**src/rtl/lsu_pkg.sv**
```systemverilog
// Shared load/store unit definitions: funct3 codes, FSM states and lane helpers.
package lsu_pkg;

    localparam logic [2:0] F3_B  = 3'b000;
    localparam logic [2:0] F3_H  = 3'b001;
    localparam logic [2:0] F3_W  = 3'b010;
    localparam logic [2:0] F3_BU = 3'b100;
    localparam logic [2:0] F3_HU = 3'b101;

    typedef enum logic [2:0] {
        IDLE,
        REQ0,
        WAIT0,
        REQ1,
        WAIT1,
        RESP
    } state_t;

    function automatic logic [3:0] lane_mask(input logic [2:0] f3);
        case (f3)
            F3_B, F3_BU: lane_mask = 4'b0001;
            F3_H, F3_HU: lane_mask = 4'b0011;
            default:     lane_mask = 4'b1111;
        endcase
    endfunction

    // Stores have no unsigned variants, so anything above word is illegal.
    function automatic logic f3_illegal(input logic we, input logic [2:0] f3);
        if (we) begin
            f3_illegal = (f3 > F3_W);
        end else begin
            f3_illegal = (f3 == 3'b011) || (f3 == 3'b110) || (f3 == 3'b111);
        end
    endfunction

endpackage

```
**src/rtl/lsu_lane_align.sv**
```systemverilog
// Byte-lane steering for one memory beat and load reassembly/extension.
// Latency: purely combinational.
// Backpressure: none; outputs follow inputs.
module lsu_lane_align
    import lsu_pkg::*;
(
    input  logic [2:0]  funct3,
    input  logic [1:0]  off,
    input  logic        beat,
    input  logic [31:0] wdata,
    input  logic [31:0] rd_lo,
    input  logic [31:0] rd_hi,
    output logic        split,
    output logic [3:0]  be,
    output logic [31:0] wdata_lane,
    output logic [31:0] rdata
);

    logic [7:0]  be_wide;
    logic [63:0] wd_wide;
    logic [63:0] rd_shift;
    logic [31:0] raw;

    always_comb begin
        split = ((funct3 == F3_H || funct3 == F3_HU) && off == 2'd3) ||
                (funct3 == F3_W && off != 2'd0);

        // Shifting into a double-width vector gives beat 1 the lanes that spill past the word.
        be_wide  = {4'b0000, lane_mask(funct3)} << off;
        wd_wide  = {32'h0, wdata} << {off, 3'b000};
        be         = beat ? be_wide[7:4]  : be_wide[3:0];
        wdata_lane = beat ? wd_wide[63:32] : wd_wide[31:0];

        rd_shift = {rd_hi, rd_lo} >> {off, 3'b000};
        raw      = rd_shift[31:0];
        case (funct3)
            F3_B:    rdata = {{24{raw[7]}}, raw[7:0]};
            F3_H:    rdata = {{16{raw[15]}}, raw[15:0]};
            F3_BU:   rdata = {24'h0, raw[7:0]};
            F3_HU:   rdata = {16'h0, raw[15:0]};
            default: rdata = raw;
        endcase
    end

endmodule

```
**src/rtl/lsu_mem_master.sv**
```systemverilog
// Load/store initiator: splits unaligned accesses into word beats with byte enables.
// Latency: store 2/3 cycles, load 3/5 cycles (aligned/split), +1 per gnt/rvalid stall.
// Backpressure: one request in flight; req_ready only in IDLE, no response backpressure.
module lsu_mem_master
    import lsu_pkg::*;
#(
    parameter int DATA_WIDTH = 32,
    parameter int ADDR_WIDTH = 32
) (
    input  logic                  clk,
    input  logic                  rst_n,
    input  logic                  req_valid,
    output logic                  req_ready,
    input  logic                  req_we,
    input  logic [2:0]            req_funct3,
    input  logic [ADDR_WIDTH-1:0] req_addr,
    input  logic [DATA_WIDTH-1:0] req_wdata,
    output logic                  rsp_valid,
    output logic [DATA_WIDTH-1:0] rsp_rdata,
    output logic                  rsp_err,
    output logic                  mem_req,
    input  logic                  mem_gnt,
    output logic                  mem_we,
    output logic [3:0]            mem_be,
    output logic [ADDR_WIDTH-1:0] mem_addr,
    output logic [DATA_WIDTH-1:0] mem_wdata,
    input  logic                  mem_rvalid,
    input  logic [DATA_WIDTH-1:0] mem_rdata
);

    state_t                state_q, state_d;
    logic                  we_q, we_d;
    logic [2:0]            f3_q, f3_d;
    logic [ADDR_WIDTH-1:0] addr_q, addr_d;
    logic [DATA_WIDTH-1:0] wdata_q, wdata_d;
    logic [DATA_WIDTH-1:0] beat0_q, beat0_d;
    logic [DATA_WIDTH-1:0] beat1_q, beat1_d;
    logic [DATA_WIDTH-1:0] rsp_rdata_q, rsp_rdata_d;
    logic                  rsp_err_q, rsp_err_d;

    logic                  split;
    logic                  in_req;
    logic                  in_mem;
    logic [3:0]            lane_be;
    logic [DATA_WIDTH-1:0] lane_wdata;
    logic [DATA_WIDTH-1:0] rd_lo;
    logic [DATA_WIDTH-1:0] rd_hi;
    logic [DATA_WIDTH-1:0] ld_data;
    logic [ADDR_WIDTH-1:0] base_addr;

    assign in_req    = (state_q == REQ0) || (state_q == REQ1);
    assign in_mem    = in_req || (state_q == WAIT0) || (state_q == WAIT1);
    assign base_addr = {addr_q[ADDR_WIDTH-1:2], 2'b00};

    // Bypass the arriving beat so the final load word is ready on the edge into RESP.
    assign rd_lo = (state_q == WAIT0) ? mem_rdata : beat0_q;
    assign rd_hi = (state_q == WAIT1) ? mem_rdata : beat1_q;

    lsu_lane_align u_lane_align (
        .funct3     (f3_q),
        .off        (addr_q[1:0]),
        .beat       (state_q == REQ1),
        .wdata      (wdata_q),
        .rd_lo      (rd_lo),
        .rd_hi      (rd_hi),
        .split      (split),
        .be         (lane_be),
        .wdata_lane (lane_wdata),
        .rdata      (ld_data)
    );

    always_comb begin
        state_d     = state_q;
        we_d        = we_q;
        f3_d        = f3_q;
        addr_d      = addr_q;
        wdata_d     = wdata_q;
        beat0_d     = beat0_q;
        beat1_d     = beat1_q;
        rsp_rdata_d = rsp_rdata_q;
        rsp_err_d   = rsp_err_q;

        case (state_q)
            IDLE: begin
                if (req_valid) begin
                    we_d    = req_we;
                    f3_d    = req_funct3;
                    addr_d  = req_addr;
                    wdata_d = req_wdata;
                    if (f3_illegal(req_we, req_funct3)) begin
                        state_d     = RESP;
                        rsp_err_d   = 1'b1;
                        rsp_rdata_d = '0;
                    end else begin
                        state_d = REQ0;
                    end
                end
            end
            REQ0: begin
                if (mem_gnt) begin
                    if (!we_q)      state_d = WAIT0;
                    else if (split) state_d = REQ1;
                    else            state_d = RESP;
                end
            end
            WAIT0: begin
                if (mem_rvalid) begin
                    beat0_d = mem_rdata;
                    state_d = split ? REQ1 : RESP;
                end
            end
            REQ1: begin
                if (mem_gnt) state_d = we_q ? RESP : WAIT1;
            end
            WAIT1: begin
                if (mem_rvalid) begin
                    beat1_d = mem_rdata;
                    state_d = RESP;
                end
            end
            RESP:    state_d = IDLE;
            default: state_d = IDLE;
        endcase

        if (in_mem && state_d == RESP) begin
            rsp_err_d   = 1'b0;
            rsp_rdata_d = we_q ? '0 : ld_data;
        end
    end

    always_ff @(posedge clk or negedge rst_n) begin
        if (!rst_n) begin
            state_q     <= IDLE;
            we_q        <= 1'b0;
            f3_q        <= 3'b000;
            addr_q      <= '0;
            wdata_q     <= '0;
            beat0_q     <= '0;
            beat1_q     <= '0;
            rsp_rdata_q <= '0;
            rsp_err_q   <= 1'b0;
        end else begin
            state_q     <= state_d;
            we_q        <= we_d;
            f3_q        <= f3_d;
            addr_q      <= addr_d;
            wdata_q     <= wdata_d;
            beat0_q     <= beat0_d;
            beat1_q     <= beat1_d;
            rsp_rdata_q <= rsp_rdata_d;
            rsp_err_q   <= rsp_err_d;
        end
    end

    // Memory outputs are zero outside REQ* so they reset with the state register.
    assign req_ready = (state_q == IDLE);
    assign rsp_valid = (state_q == RESP);
    assign rsp_rdata = rsp_rdata_q;
    assign rsp_err   = rsp_err_q;
    assign mem_req   = in_req;
    assign mem_we    = in_req & we_q;
    assign mem_be    = in_req ? lane_be : 4'b0000;
    assign mem_addr  = !in_req ? '0 :
                       (state_q == REQ1) ? base_addr + ADDR_WIDTH'(4) : base_addr;
    assign mem_wdata = (in_req && we_q) ? lane_wdata : '0;

endmodule
```
**config.mk**
```make
export PLATFORM = sky130hd
export DESIGN_NAME = lsu_mem_master
export DESIGN_NICKNAME = d
export VERILOG_FILES = /design/src/rtl/lsu_pkg.sv /design/src/rtl/lsu_lane_align.sv /design/src/rtl/lsu_mem_master.sv
export SDC_FILE = /design/constraint.sdc
export NUM_CORES = 1
export LEC_CHECK = 0
export ABC_AREA = 0
export CAP_MARGIN = 20
export CORE_ASPECT_RATIO = 1.5
export CORE_MARGIN = 1
export CORE_UTILIZATION = 51
export CTS_CLUSTER_DIAMETER = 80
export DETAILED_ROUTE_END_ITERATION = 12
export PLACE_DENSITY_LB_ADDON = 0.12
export SKIP_LAST_GASP = 1
export SYNTH_ARGS = -nofsm -noshare
export SYNTH_HDL_FRONTEND = slang
export SYNTH_SLANG_ARGS = --single-unit
```
**constraint.sdc**
```tcl
create_clock -name clk -period 3.1 [get_ports clk]
set_input_delay 0.62 -clock clk [delete_from_list [all_inputs] [get_ports clk]]
set_output_delay 0.62 -clock clk [all_outputs]
set_load 0.03 [all_outputs]
```
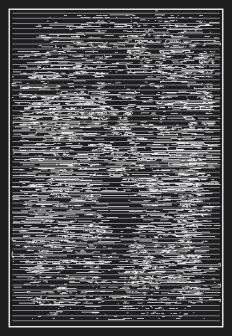
Fig. 1. M1 wires (run 1).
Supply wires on this layer in grey.
wire length on this layer: 10,300 um
nets with wire on the layer: 1,027

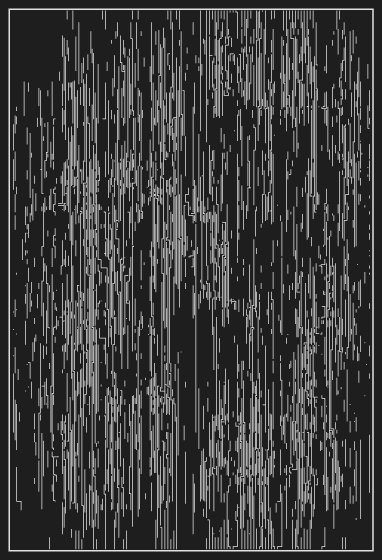
Fig. 2. The metal 2 layer (run 1).
main direction: vertical
longest straight run: 64.6 um
wire length on this layer: 13,000 um
share of all routed wire: 51%
met2 Usage GRT: 47.7%
WL final: 25,400 um
vias: 7,520

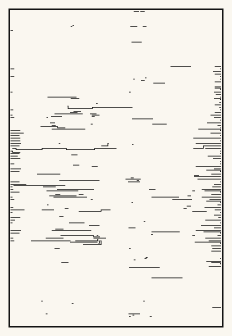
Fig. 3. Signal wires on met3 (run 1).
nets with wire on the layer: 171
main direction: horizontal
longest straight run: 27.1 um
wire length on this layer: 1,190 um
share of all routed wire: 4.7%

[run 1: layout make-up]
cell class	instances	area share, %
clock buffer	18	3.60
clock inverter	14	1.09
inverter	10	0.329
multi-input combinational	619	40.8
sequential	160	32.9
tap	217	2.23
timing repair buffer	235	19.0
[run 1: through the flow]
step / total power, mW / area (um^2) / utilization (%) / TNS (ns) / hold WS, ns
final: 13.2 / 12200 / 67.9 / 0 / 0.176
after global routing: 14.0 / 12200 / 67.9 / -0.0319 / 0.212
after CTS: 13.2 / 12100 / 67.6 / 0 / 0.208
after detailed placement: 11.0 / 11500 / 64.3 / 0 / 0.473
after global placement: 10.9 / 11500 / 64.3 / 0 / 0.477
after floorplan: 8.83 / 9340 / - / 0 / 0.324
==> reports/qor.txt, run 1 <==
outcome: completed
final setup margin: 0.0602 ns
Adder Share, Synth: 0.134%
clock buffer depth: 2
met2 WL: 13,000 um
DR iter-0 viols: 451
Pwr top: combinational logic
Worst EP required: 2.48 ns
GRT Overall Usage: 27.9%
Critical Path Stages: 7
Critical Path, Cell by Cell: and3b_1 -> and4_2 -> and2_1 -> nand2_1 -> or3_1 -> a21oi_1 -> buf_4
worst-margin pin slew: 0.877 ns
switching pwr: 5.65 mW
Post-Syn Instances: 861
Met1 Wirelength: 10,300 um
GPL Wtd Cong: 0.830
Leak: 5.30 nW
crit path time final: 3.04 ns
Area Growth Syn to Fin: 30.7%
Commonest Layout Cell: dfrtp_1
Synthesized registers: 160
Worst path max stage delay: 0.40 ns
Synth Flop Type: dfrtp_1
Clock Power: 2.05 mW
WP buf/inv: 1
Post-synth top cells: 160 x dfrtp_1, 140 x mux2_2, 86 x mux2i_1
DP Cell Count: 1,238
Worst path slowest cell: dfrtp_1
pwr dens: 1080 nW/um^2
Hold Fails Final Rpt: 0
Placement Rows: 60
die area: 18,800 um^2
fmax: 329 MHz
data arrival time of the critical path: 2.42 ns
r2r startpoint: addr_q[0]$_DFFE_PN0P_
postcts setup bufs: 3
Final Non-Filler Cells: 1,273
ANT cells: 0
Simple Share, Synth: 10.8%
aoi/oai-family share of the synthesized area: 11.2%
register share after synthesis: 42.9%
Combinational Power Share: 55.1%
count leader, synth: dfrtp_1
mux frac, synth: 28.5%
share of cells above drive strength 1: 25.9%
final-layout fill cell count: 1,441
Fig. 4: run 1, clock routing
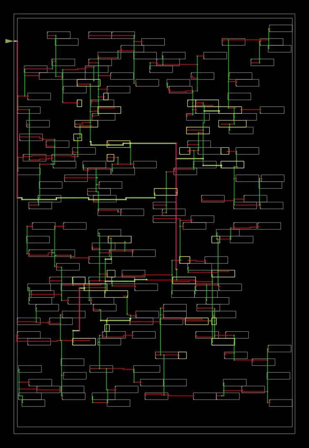

--- run 2 (diff from run 1) ---
--- a/config.mk
+++ b/config.mk
@@ -10,5 +10,6 @@
 export CORE_ASPECT_RATIO = 1.5
 export CORE_MARGIN = 1
-export CORE_UTILIZATION = 51
+export CORE_UTILIZATION = 54
+export CTS_BUF_LIST = sky130_fd_sc_hd__clkbuf_8
 export CTS_CLUSTER_DIAMETER = 80
 export DETAILED_ROUTE_END_ITERATION = 12
@@ -17,3 +18,4 @@
 export SYNTH_ARGS = -nofsm -noshare
 export SYNTH_HDL_FRONTEND = slang
+export SYNTH_HIERARCHICAL = 1
 export SYNTH_SLANG_ARGS = --single-unit
==> constraint.sdc (replaced) <==
create_clock -name clk -period 3.1 [get_ports clk]
set_input_delay 0.62 -clock clk [delete_from_list [all_inputs] [get_ports clk]]
set_output_delay 0.62 -clock clk [all_outputs]
set_load 0.05 [all_outputs]
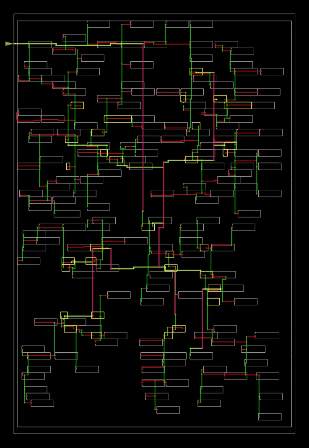
Fig. 5. Clock routing (run 2).
clk sink count: 160
Clock buffer cells: 18
clk_skew: 0.0122 ns
CTS Buf Count: 17
flop count: 160

==> reports/qor.txt, run 2 <==
outcome: finished, violations left
failing checks: negative setup slack
crit path time final: 3.11 ns (+0.0741 ns)
# setup viols final: 1
well tap count: 217 (unchanged)
Clock-cell share: 2.96% (-1.7 points)
Seq area share: 29.5% (-3.4 points)
r2r startpoint: state_q[2]$_DFF_PN0_
clock buffer depth: 2 (unchanged)
final core occ: 75.5% (+7.5 points)
Pwr Total: 15.4 mW (+17%)
Final Non-Filler Cells: 1,322 (+3.8%)
DP Cell Count: 1,265 (+2.2%)
ANT cells: 0 (unchanged)
Placement Rows: 60 (unchanged)
data arrival time of the critical path: 2.49 ns (+0.07 ns)
Worst EP required: 2.48 ns (about the same)
Comb/total area: 41.6% (+0.81 points)
final setup margin: -0.0139 ns (-0.0741 ns)
worst hold margin: 0.178 ns (+0.00211 ns)
NonClk Buf Share: 23.5% (+4.5 points)
pwr dens: 1130 nW/um^2 (+4.7%)
fmax: 321 MHz (-2.4%)
Commonest Layout Cell: mux2_2
Post-DP Area: 12,900 um^2 (+12%)
design area: 13,600 um^2 (+12%)
#MultiIn Comb: 644 (+4.0%)
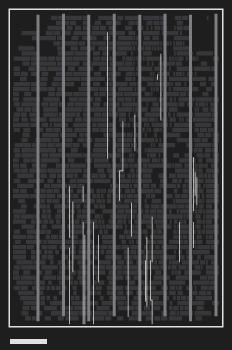
Fig. 6. Met4 routing (run 2).
The bar under the picture is 20 um long. Supply wires on this layer in grey. Cells faint in the background.
nets with wire on the layer: 20
main direction: vertical
WL final: 26,200 um
vias: 7,919

run 2: worst max-delay path: stages (launching register included):
cell	delay, ns
dfrtp_1	0.39
buf_6	0.13
nand3b_4	0.16
nor4_4	0.37
buf_4	0.19
nand3_2	0.10
or3_1	0.36
a21oi_2	0.18
buf_12	0.15
run 2: repair_timing:
action                                  4_1_cts  5_1_grt
pin swaps                                     9       17
resized                                      15       16
hold buffers                                  0        0
endpoints found under the setup margin       44       45
buffers inserted                              8       17
hold endpoints to repair                      0        0
run 2: where the power goes:
group	internal, mW	switching [mW]
Sequential	3.09	0.858
Combinational	4.72	5.13
Clock	0.749	0.826
run 2: layer usage:
layer | vias up | GRT usage [%]
li1 | 3653 | -
met1 | 3927 | 35.1
met2 | 284 | 47.1
met3 | 55 | 4.80
met4 | 0 | 10.2
met5 | - | 0
Fig. 7: run 2, M1 wires
Supply wires on this layer in grey.
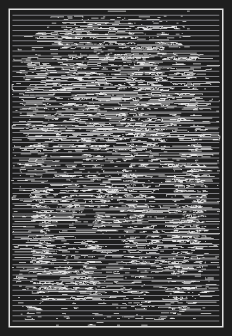

--- run 3 (diff from run 2) ---
Settings changed: ABC_CLOCK_PERIOD_IN_PS set to 3100, CORE_MARGIN 1 to 2.
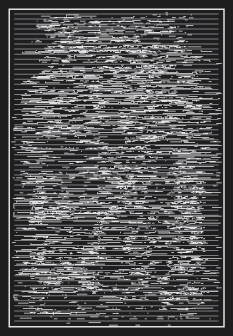
Fig. 8. M1 wires (run 3).
Supply wires on this layer in grey.
nets with wire on the layer: 1,063
wire length on this layer: 10,800 um
longest straight run: 38.6 um
share of all routed wire: 42%
WL final: 25,900 um
vias: 7,901
met1 Track Usage GR: 34.6%

==> reports/qor.txt, run 3 <==
outcome: finished, violations left
failing checks: negative setup slack
well tap count: 220 (+1.4%)
post_cts resized: 9 (-6)
#MultiIn Comb: 644 (unchanged)
ANT cells: 0 (unchanged)
DP Cell Count: 1,273 (+0.63%)
final setup margin: -0.00947 ns (+0.00447 ns)
Commonest Layout Cell: mux2_2
postcts setup bufs: 11 (+3)
switch share: 44.3% (about the same)
Clock power frac: 10.1% (about the same)
clock buffer depth: 2 (unchanged)
CP top delay family: simple AND/OR/NAND/NOR gates
NonClk Buf Share: 23.6% (+0.11 points)
switching pwr: 6.83 mW (+0.20%)
clk_skew: 0.0198 ns (+0.00757 ns)
fmax: 322 MHz (+0.14%)
Power Internal: 8.58 mW (+0.25%)
Clock buffer cells: 20 (+2)
CTS Buf Count: 17 (unchanged)
Pwr top: combinational logic
final core occ: 74.6% (-0.90 points)
Top Usage Layer GRT: met2
Comb/total area: 41.7% (+0.060 points)
clk sink count: 160 (unchanged)
Pwr Total: 15.4 mW (+0.23%)
design area: 13,700 um^2 (+0.45%)
Combinational Power Share: 64.3% (+0.2 points)
r2r startpoint: state_q[2]$_DFF_PN0_
Final Non-Filler Cells: 1,329 (+0.53%)
flop count: 160 (unchanged)
crit path time final: 3.11 ns (-0.00447 ns)
hold_buf cts: 0 (unchanged)
# setup viols final: 1 (unchanged)
Worst path max stage delay: 0.43 ns (+0.04 ns)
data arrival time of the critical path: 2.49 ns (about the same)
Placement Rows: 61 (+1.7%)
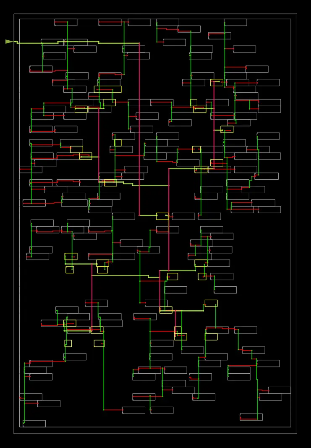
Fig. 9. Clock routing (run 3).
Clock Power: 1.55 mW
Late-Pin Clk Latency: 0.47 ns

-- run 3: cell types whose count changed in the layout (fill, tap and decap cells not counted), moves of 3 or more --
cell	previous run	this run
and3_4	0	3
nor2_2	3	0
nor2_1	26	29
buf_4	43	48
-- run 3: how the worst max path moves through the flow --
stage	start	end	slack, ns	cells after the start
finish	addr_q[15]$_DFFE_PN0P_	mem_addr[23]	-0.009	8
global route	addr_q[15]$_DFFE_PN0P_	mem_addr[23]	-0.14	8
CTS	addr_q[10]$_DFFE_PN0P_	mem_addr[31]	-0.12	6
detailed placement	state_q[1]$_DFF_PN0_	mem_addr[31]	0.25	6
global placement	state_q[1]$_DFF_PN0_	mem_addr[31]	0.31	6
floorplan	state_q[0]$_DFF_PN0_	mem_be[0]	0.03	10
Power figures rest on the tool's default switching activity, not on a simulated workload.
